==> src/rtl/xor_table_lookup_uram.sv <==
// Lookup pipeline for the XOR-encoded multi-write-port hash table: reads all banks,
// XOR-recovers the entry word, forwards in-flight writes and compares the key.
module xor_table_lookup_uram #(
  parameter int unsigned NUM_WR      = 8,
  parameter int unsigned INDEX_WIDTH = 12,
  parameter int unsigned VALUE_WIDTH = 31,
  parameter int unsigned KEY_WIDTH   = 32,
  parameter int unsigned DATA_WIDTH  = 64,
  parameter int unsigned RD_LATENCY  = 2
) (
  input  logic                         clk,
  input  logic                         reset,
  input  logic                         en_in,
  input  logic [1:0]                   opt_in,
  input  logic [INDEX_WIDTH-1:0]       index_in,
  input  logic [KEY_WIDTH-1:0]         key_in,
  output logic                         bank_rd_en,
  output logic [INDEX_WIDTH-1:0]       bank_rd_addr,
  input  logic [NUM_WR*DATA_WIDTH-1:0] bank_rd_data,
  input  logic                         wr_en,
  input  logic [INDEX_WIDTH-1:0]       wr_index,
  input  logic [DATA_WIDTH-1:0]        wr_word,
  output logic                         out_valid,
  output logic                         out_hit,
  output logic [VALUE_WIDTH-1:0]       out_value,
  output logic [KEY_WIDTH-1:0]         out_key,
  output logic [INDEX_WIDTH-1:0]       out_index
);

  localparam int unsigned ValidBit  = KEY_WIDTH + VALUE_WIDTH;
  // Stage 0 is the issue register, 1..RD_LATENCY the delay line, the last is the XOR stage.
  localparam int unsigned NumStages = RD_LATENCY + 2;
  localparam int unsigned XorStage  = NumStages - 1;

  typedef struct packed {
    logic                   valid;
    logic [INDEX_WIDTH-1:0] index;
    logic [KEY_WIDTH-1:0]   key;
    logic                   fwd_hit;
    logic [DATA_WIDTH-1:0]  fwd_word;
  } entry_t;

  entry_t pipe_q [NumStages];
  entry_t pipe_d [NumStages];
  entry_t fwd    [NumStages];

  logic [DATA_WIDTH-1:0] rec_q, rec_d;
  logic                  accept;

  logic                   bank_rd_en_q;
  logic [INDEX_WIDTH-1:0] bank_rd_addr_q;

  logic                   out_valid_q;
  logic                   out_hit_q, out_hit_d;
  logic [VALUE_WIDTH-1:0] out_value_q, out_value_d;
  logic [KEY_WIDTH-1:0]   out_key_q;
  logic [INDEX_WIDTH-1:0] out_index_q;
  logic [DATA_WIDTH-1:0]  eff_word;

  assign accept = en_in && (opt_in == 2'b00);

  // A write committing this cycle overrides whatever an in-flight entry already holds.
  always_comb begin
    for (int unsigned s = 0; s < NumStages; s++) begin
      fwd[s] = pipe_q[s];
      if (pipe_q[s].valid && wr_en && (wr_index == pipe_q[s].index)) begin
        fwd[s].fwd_hit  = 1'b1;
        fwd[s].fwd_word = wr_word;
      end
    end
  end

  always_comb begin
    pipe_d[0]          = '0;
    pipe_d[0].valid    = accept;
    pipe_d[0].index    = index_in;
    pipe_d[0].key      = key_in;
    for (int unsigned s = 1; s < NumStages; s++) begin
      pipe_d[s] = fwd[s-1];
    end
  end

  always_comb begin
    rec_d = '0;
    for (int unsigned j = 0; j < NUM_WR; j++) begin
      rec_d = rec_d ^ bank_rd_data[j*DATA_WIDTH +: DATA_WIDTH];
    end
  end

  always_comb begin
    eff_word    = fwd[XorStage].fwd_hit ? fwd[XorStage].fwd_word : rec_q;
    out_hit_d   = eff_word[ValidBit] && (eff_word[KEY_WIDTH-1:0] == fwd[XorStage].key);
    out_value_d = out_hit_d ? eff_word[ValidBit-1:KEY_WIDTH] : '0;
  end

  always_ff @(posedge clk) begin
    if (reset) begin
      for (int unsigned s = 0; s < NumStages; s++) begin
        pipe_q[s] <= '0;
      end
      rec_q          <= '0;
      bank_rd_en_q   <= 1'b0;
      bank_rd_addr_q <= '0;
    end else begin
      for (int unsigned s = 0; s < NumStages; s++) begin
        pipe_q[s] <= pipe_d[s];
      end
      rec_q        <= rec_d;
      bank_rd_en_q <= accept;
      if (accept) begin
        bank_rd_addr_q <= index_in;
      end
    end
  end

  always_ff @(posedge clk) begin
    if (reset) begin
      out_valid_q <= 1'b0;
      out_hit_q   <= 1'b0;
      out_value_q <= '0;
      out_key_q   <= '0;
      out_index_q <= '0;
    end else begin
      out_valid_q <= fwd[XorStage].valid;
      if (fwd[XorStage].valid) begin
        out_hit_q   <= out_hit_d;
        out_value_q <= out_value_d;
        out_key_q   <= fwd[XorStage].key;
        out_index_q <= fwd[XorStage].index;
      end
    end
  end

  assign bank_rd_en   = bank_rd_en_q;
  assign bank_rd_addr = bank_rd_addr_q;
  assign out_valid    = out_valid_q;
  assign out_hit      = out_hit_q;
  assign out_value    = out_value_q;
  assign out_key      = out_key_q;
  assign out_index    = out_index_q;

endmodule

==> config.mk <==
export PLATFORM = sky130hd
export DESIGN_NAME = xor_table_lookup_uram
export DESIGN_NICKNAME = d
export VERILOG_FILES = /design/src/rtl/xor_table_lookup_uram.sv
export SDC_FILE = /design/constraint.sdc
export NUM_CORES = 1
export LEC_CHECK = 0
export ABC_CLOCK_PERIOD_IN_PS = 4650
export CORE_AREA = 2 2 281 283
export CTS_CLUSTER_SIZE = 14
export DETAILED_ROUTE_END_ITERATION = 8
export DIE_AREA = 0 0 283 285
export SLEW_MARGIN = 40
export SYNTH_ARGS = -nofsm -noshare
export SYNTH_HDL_FRONTEND = slang
export SYNTH_SLANG_ARGS = --single-unit
==> constraint.sdc <==
create_clock -name clk -period 4.65 [get_ports clk]
set_input_delay 0.6975 -clock clk [delete_from_list [all_inputs] [get_ports clk]]
set_output_delay 0.6975 -clock clk [all_outputs]
set_load 0.01 [all_outputs]
### Met4 routing, run 1

Scale bar: 100 microns.
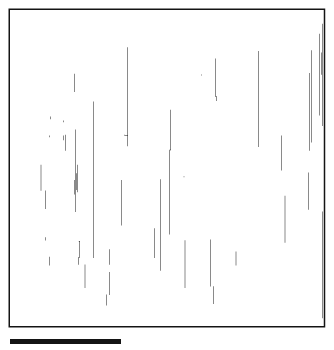
wire length on this layer: 1580 microns
longest straight run: 141 microns
share of all routed wire: 2.2%
main direction: vertical
nets with wire on the layer: 23

### Gate-type map, run 1

Scale bar: 100 microns.
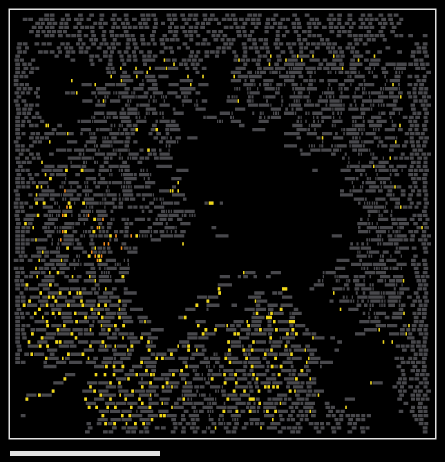
[NOR gates] yellow | cells: 320 | most used: nor2b_1 | where: widely spread
[inverters] orange | cells: 17 | most used: inv_1 | where: west

### Cells coloured by class, run 1

Scale bar: 100 microns. Fill, decap, tap and diode cells in grey.
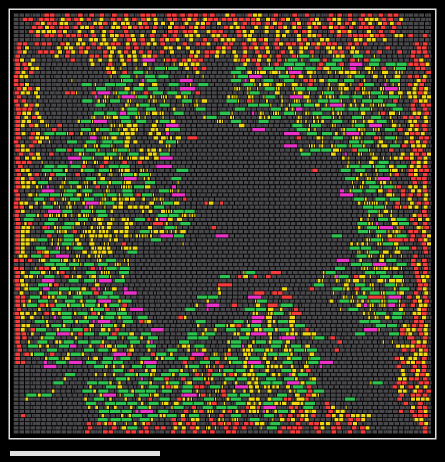
[flip-flops] green | cells: 528
[clock drivers and dummy loads] magenta | cells: 106
[all other logic] yellow | cells: 1640
[other buffers and delay cells] red | cells: 759

### Routed metal, one colour a layer, run 1

Scale bar: 100 microns.
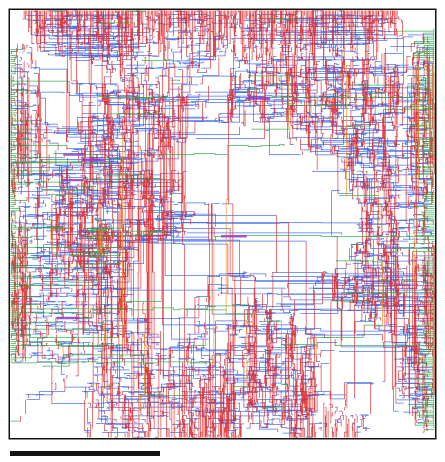
[met4] orange | wire length: 1580 microns
[met1] blue | wire length: 29.0 mm
[met5] purple | wire length: 81.9 microns
[met2] red | wire length: 36.8 mm
[met3] green | wire length: 4860 microns

==> results_dict.tcl, run 1 <==
# yosys + openroad results
set metrics [dict create \
    cts_tree "yes" \
    ys.flops 528 \
    fp-row-count 103 \
    cpPeakStageDelay_ns 0.73 \
    antenna_found_initial 13 \
    lay_top_count "clkdlybuf4s50_1" \
    syn-num-nets 2929 \
    crit_type "input pin to flop" \
    ys_cells 2291 \
    pwr-share-comb_pct 16.9 \
    drive_gt1_share_pct 6.40 \
    grt_pass1_vias 17300 \
    drtPass1Iterations 5 \
    synth_sequential_area_ratio_pct 48.0 \
    grt_overflow 0 \
    setup_tns_ns 0 \
    cts_resized 0 \
    flop_cell "dfxtp_1" \
    route.met3.wl_microns 4860 \
    synth-edff-count 0 \
    busiest_layer "met2" \
    via_count 17300 \
    pre_cts_slack_ns 0.171 \
    finalPower_uw 11200 \
    use_met3_pct 4.99 \
    die_area_sq_um 80700 \
    postCtsHoldBufs 0 \
    area_leaders "dfxtp_1 48%, xnor2_1 15%, nand2_1 6.0%" \
    portBuffers 727 \
    drv_slew 0 \
    cts_root_buf "clkbuf_16" \
    wl_microns 72300 \
    netlist.area_leader.share_pct 48.0 \
    area.growth.synth_to_final_pct 47.3 \
    outcome "completed" \
    fin_nets 3625 \
    synth_area_sq_um 22000 \
    setup_viol_count_final 0 \
    switching_share_pct 25.0 \
    layout_min_cycle_time_ns 3.87 \
    power_density_nw_per_um2 345 \
    via_per_inst 4.24 \
    clk_transition_reported_paths_ns 0.06 \
    maxUsedRoutingLayer "met5" \
    grt_start_max_net_pins 127 \
    skew_ns 0.0338 \
    die_w_microns 283 \
    postCtsSetupRepairBufs 0 \
    numClockSinks 528 \
]
run 1: sequential cells by signal, indices dropped and copies added (netlist names):
signal and cells:
out_value 31, out_hit 1, out_valid 1, bank_rd_addr 12
out_index 12, pipe_q 375, rec_q 64, out_key 32
run 1: power by group through the flow:
stage,clock (uW),combinational [uW],sequential (uW)
floorplan,0,1040,4850
global placement,0,1910,4930
detailed placement,0,1920,4920
CTS,4630,1930,4830
global route,4790,2080,4830
finish,4470,1890,4820
run 1: layout make-up:
type | instances | area [sq um]
multi-input combinational | 1623 | 10900
antenna | 9 | 22.5
timing repair buffer | 759 | 7680
clock inverter | 28 | 274
inverter | 17 | 63.8
tap | 1050 | 1310
sequential | 528 | 10600
fill | 7685 | 45600
clock buffer | 78 | 1610
run 1: kinds of logic after synthesis:
group,count (synthesis),share of synthesized area (%)
XOR/XNOR,517,20.7
flip-flops,528,48.0
AND-OR/OR-AND,224,6.31
buffers and inverters,140,2.72
AND/OR/NAND/NOR,746,15.9
multiplexers,136,6.32
run 1: final timing paths:
kind	slack, ns	start	endpoint	cells after the start
worst min-delay path	0.39	reset	rec_q[34]	2
worst max-delay path	0.78	wr_index[11]	out_value[26]	11
worst max register to register	1.01	pipe_q[3][108]	out_value[26]	10
worst min register to register	0.42	pipe_q[1][25]	pipe_q[2][25]	2
run 1: through the flow:
step                instance area (sq um)  hold WS, ns  instances
floorplan                           22000        0.414       2291
global route                        32400        0.370       4089
finish                              32400        0.395       4092
CTS                                 32400        0.405       4082
global placement                    30400        0.416       3972
detailed placement                  30500        0.420       3976
run 1: worst max-delay path, delay by kind of cell:
kind,cells,cell delay [ns]
simple gates,4,1.66
buf+inv,3,1.01
xor+xnor,2,0.43
compound gates,1,0.27
mux,1,0.23
### Placed standard cells, run 1

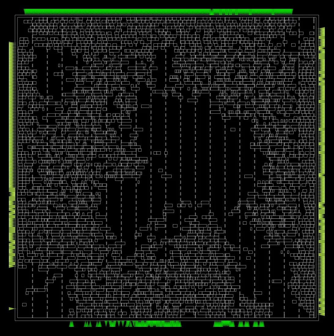

--- run 2 (diff from run 1) ---
--- a/config.mk
+++ b/config.mk
@@ -5,7 +5,7 @@
 export SDC_FILE = /design/constraint.sdc
 export NUM_CORES = 1
 export LEC_CHECK = 0
-export ABC_CLOCK_PERIOD_IN_PS = 4650
+export ABC_CLOCK_PERIOD_IN_PS = 3900
 export CORE_AREA = 2 2 281 283
 export CTS_CLUSTER_SIZE = 14
 export DETAILED_ROUTE_END_ITERATION = 8
==> constraint.sdc (replaced) <==
create_clock -name clk -period 3.9 [get_ports clk]
set_input_delay 0.585 -clock clk [delete_from_list [all_inputs] [get_ports clk]]
set_output_delay 0.585 -clock clk [all_outputs]
set_load 0.01 [all_outputs]
### Placed standard cells, run 2

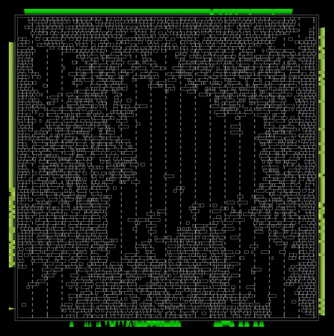
Seq cells: 528
core area: 78000 sq um
FILL cells: 7723
Non-Filler Instances: 4093
Util after Layout: 41.7%

==> run 2 against run 1 <==
Critical path depth up 1; non-clock buffer count is 10 higher; clock skew decreased by 0.0065 ns; flip-flop count unchanged.
==> results_dict.tcl, run 2 <==
# yosys + openroad results
set metrics [dict create \
    area.growth.synth_to_final_pct 47.7 \
    synth-xor-area-share_pct 20.7 \
    synthTopLogicFamily "XOR/XNOR gates" \
    synth-edff-count 0 \
    ys_cells 2291 \
    synth_area_sq_um 22000 \
    stdcell_area_sq_um 32500 \
    area_leaders "dfxtp_1 48%, xnor2_1 15%, nand2_1 6.0%" \
    seq_area_sq_um 10600 \
    setup_tns_ns 0 \
    via_count 17300 \
    outcome "completed" \
    antenna_found_initial 10 \
    grt_overflow 0 \
    via_per_inst 4.23 \
    die_area_sq_um 80700 \
    skew_ns 0.0273 \
    drv_slew 0 \
    setup_viol_count_final 0 \
    numClockSinks 528 \
    drtPass1Iterations 5 \
    adder_share_pct 0 \
    simple_gate_share_pct 15.9 \
    ys_sh_mux_pct 6.32 \
    power_density_nw_per_um2 412 \
    largest_register_ffs 375 \
    crit_type "input pin to flop" \
    cts_tree "yes" \
]
### Routed metal, one colour a layer, run 2

Scale bar: 100 microns.
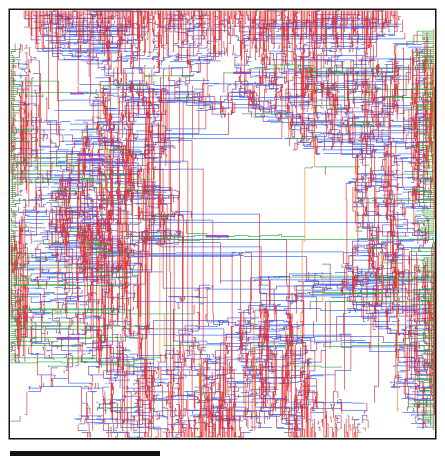
GRT Util Overall: 17.6%
Routed WL: 72600 microns

## run 2: where the power goes
| part | internal [uW] | leakage (uW) | switching (uW) |
|---|---|---|---|
| Combinational | 1330 | 0.00645 | 931 |
| Sequential | 5620 | 0.00430 | 119 |
| Clock | 3150 | 0.000940 | 2250 |
## run 2: layer usage
layer	GRT usage [%]	up-vias	part of all wire (%)
met1	20.2	7983	40
met4	3.75	14	1.6
li1	-	8719	-
met5	0	-	0.12
met2	32.0	518	51
met3	5.22	86	7.2
## run 2: logic make-up after synthesis
family	after synthesis
and+or+nand+nor	746
AOI/OAI and AO/OA	224
xor gates and xnor gates	517
muxes	136
buffers and inverters	140
DFF	528
## run 2: final timing paths
| check | from | endpoint | cells after the start |
|---|---|---|---|
| setup / recovery | wr_index[11] | out_value[17] | 12 |
| hold / removal | pipe_q[2][1] | pipe_q[3][1] | 2 |
| setup reg to reg | pipe_q[3][108] | out_value[17] | 11 |
| hold reg to reg | pipe_q[2][1] | pipe_q[3][1] | 2 |
## run 2: area by class of cell
class	instances	area share, %
multi-input combinational	1623	33.5
sequential	528	32.6
timing repair buffer	769	23.8
clock buffer	86	5.22
tap	1050	4.04
clock inverter	17	0.689
inverter	17	0.196
antenna	3	0.0231
## run 2: critical path: stages
cell	delay [ns]
clkdlybuf4s50_1	0.48
xnor2_2	0.25
nand3_1	0.14
buf_4	0.16
nor4_4	0.46
buf_4	0.22
a21oi_1	0.04
or3_1	0.35
a2111o_1	0.30
or4_2	0.71
buf_12	0.21
o31ai_2	0.27
## run 2: stage by stage
step / hold slack, ns / utilization [%]
floorplan: 0.414 / -
global placement: 0.416 / 39.1
detailed placement: 0.420 / 39.1
CTS: 0.410 / 41.6
global route: 0.438 / 41.7
finish: 0.427 / 41.7
No activity file was given, so power comes from the tool's default toggle rates.
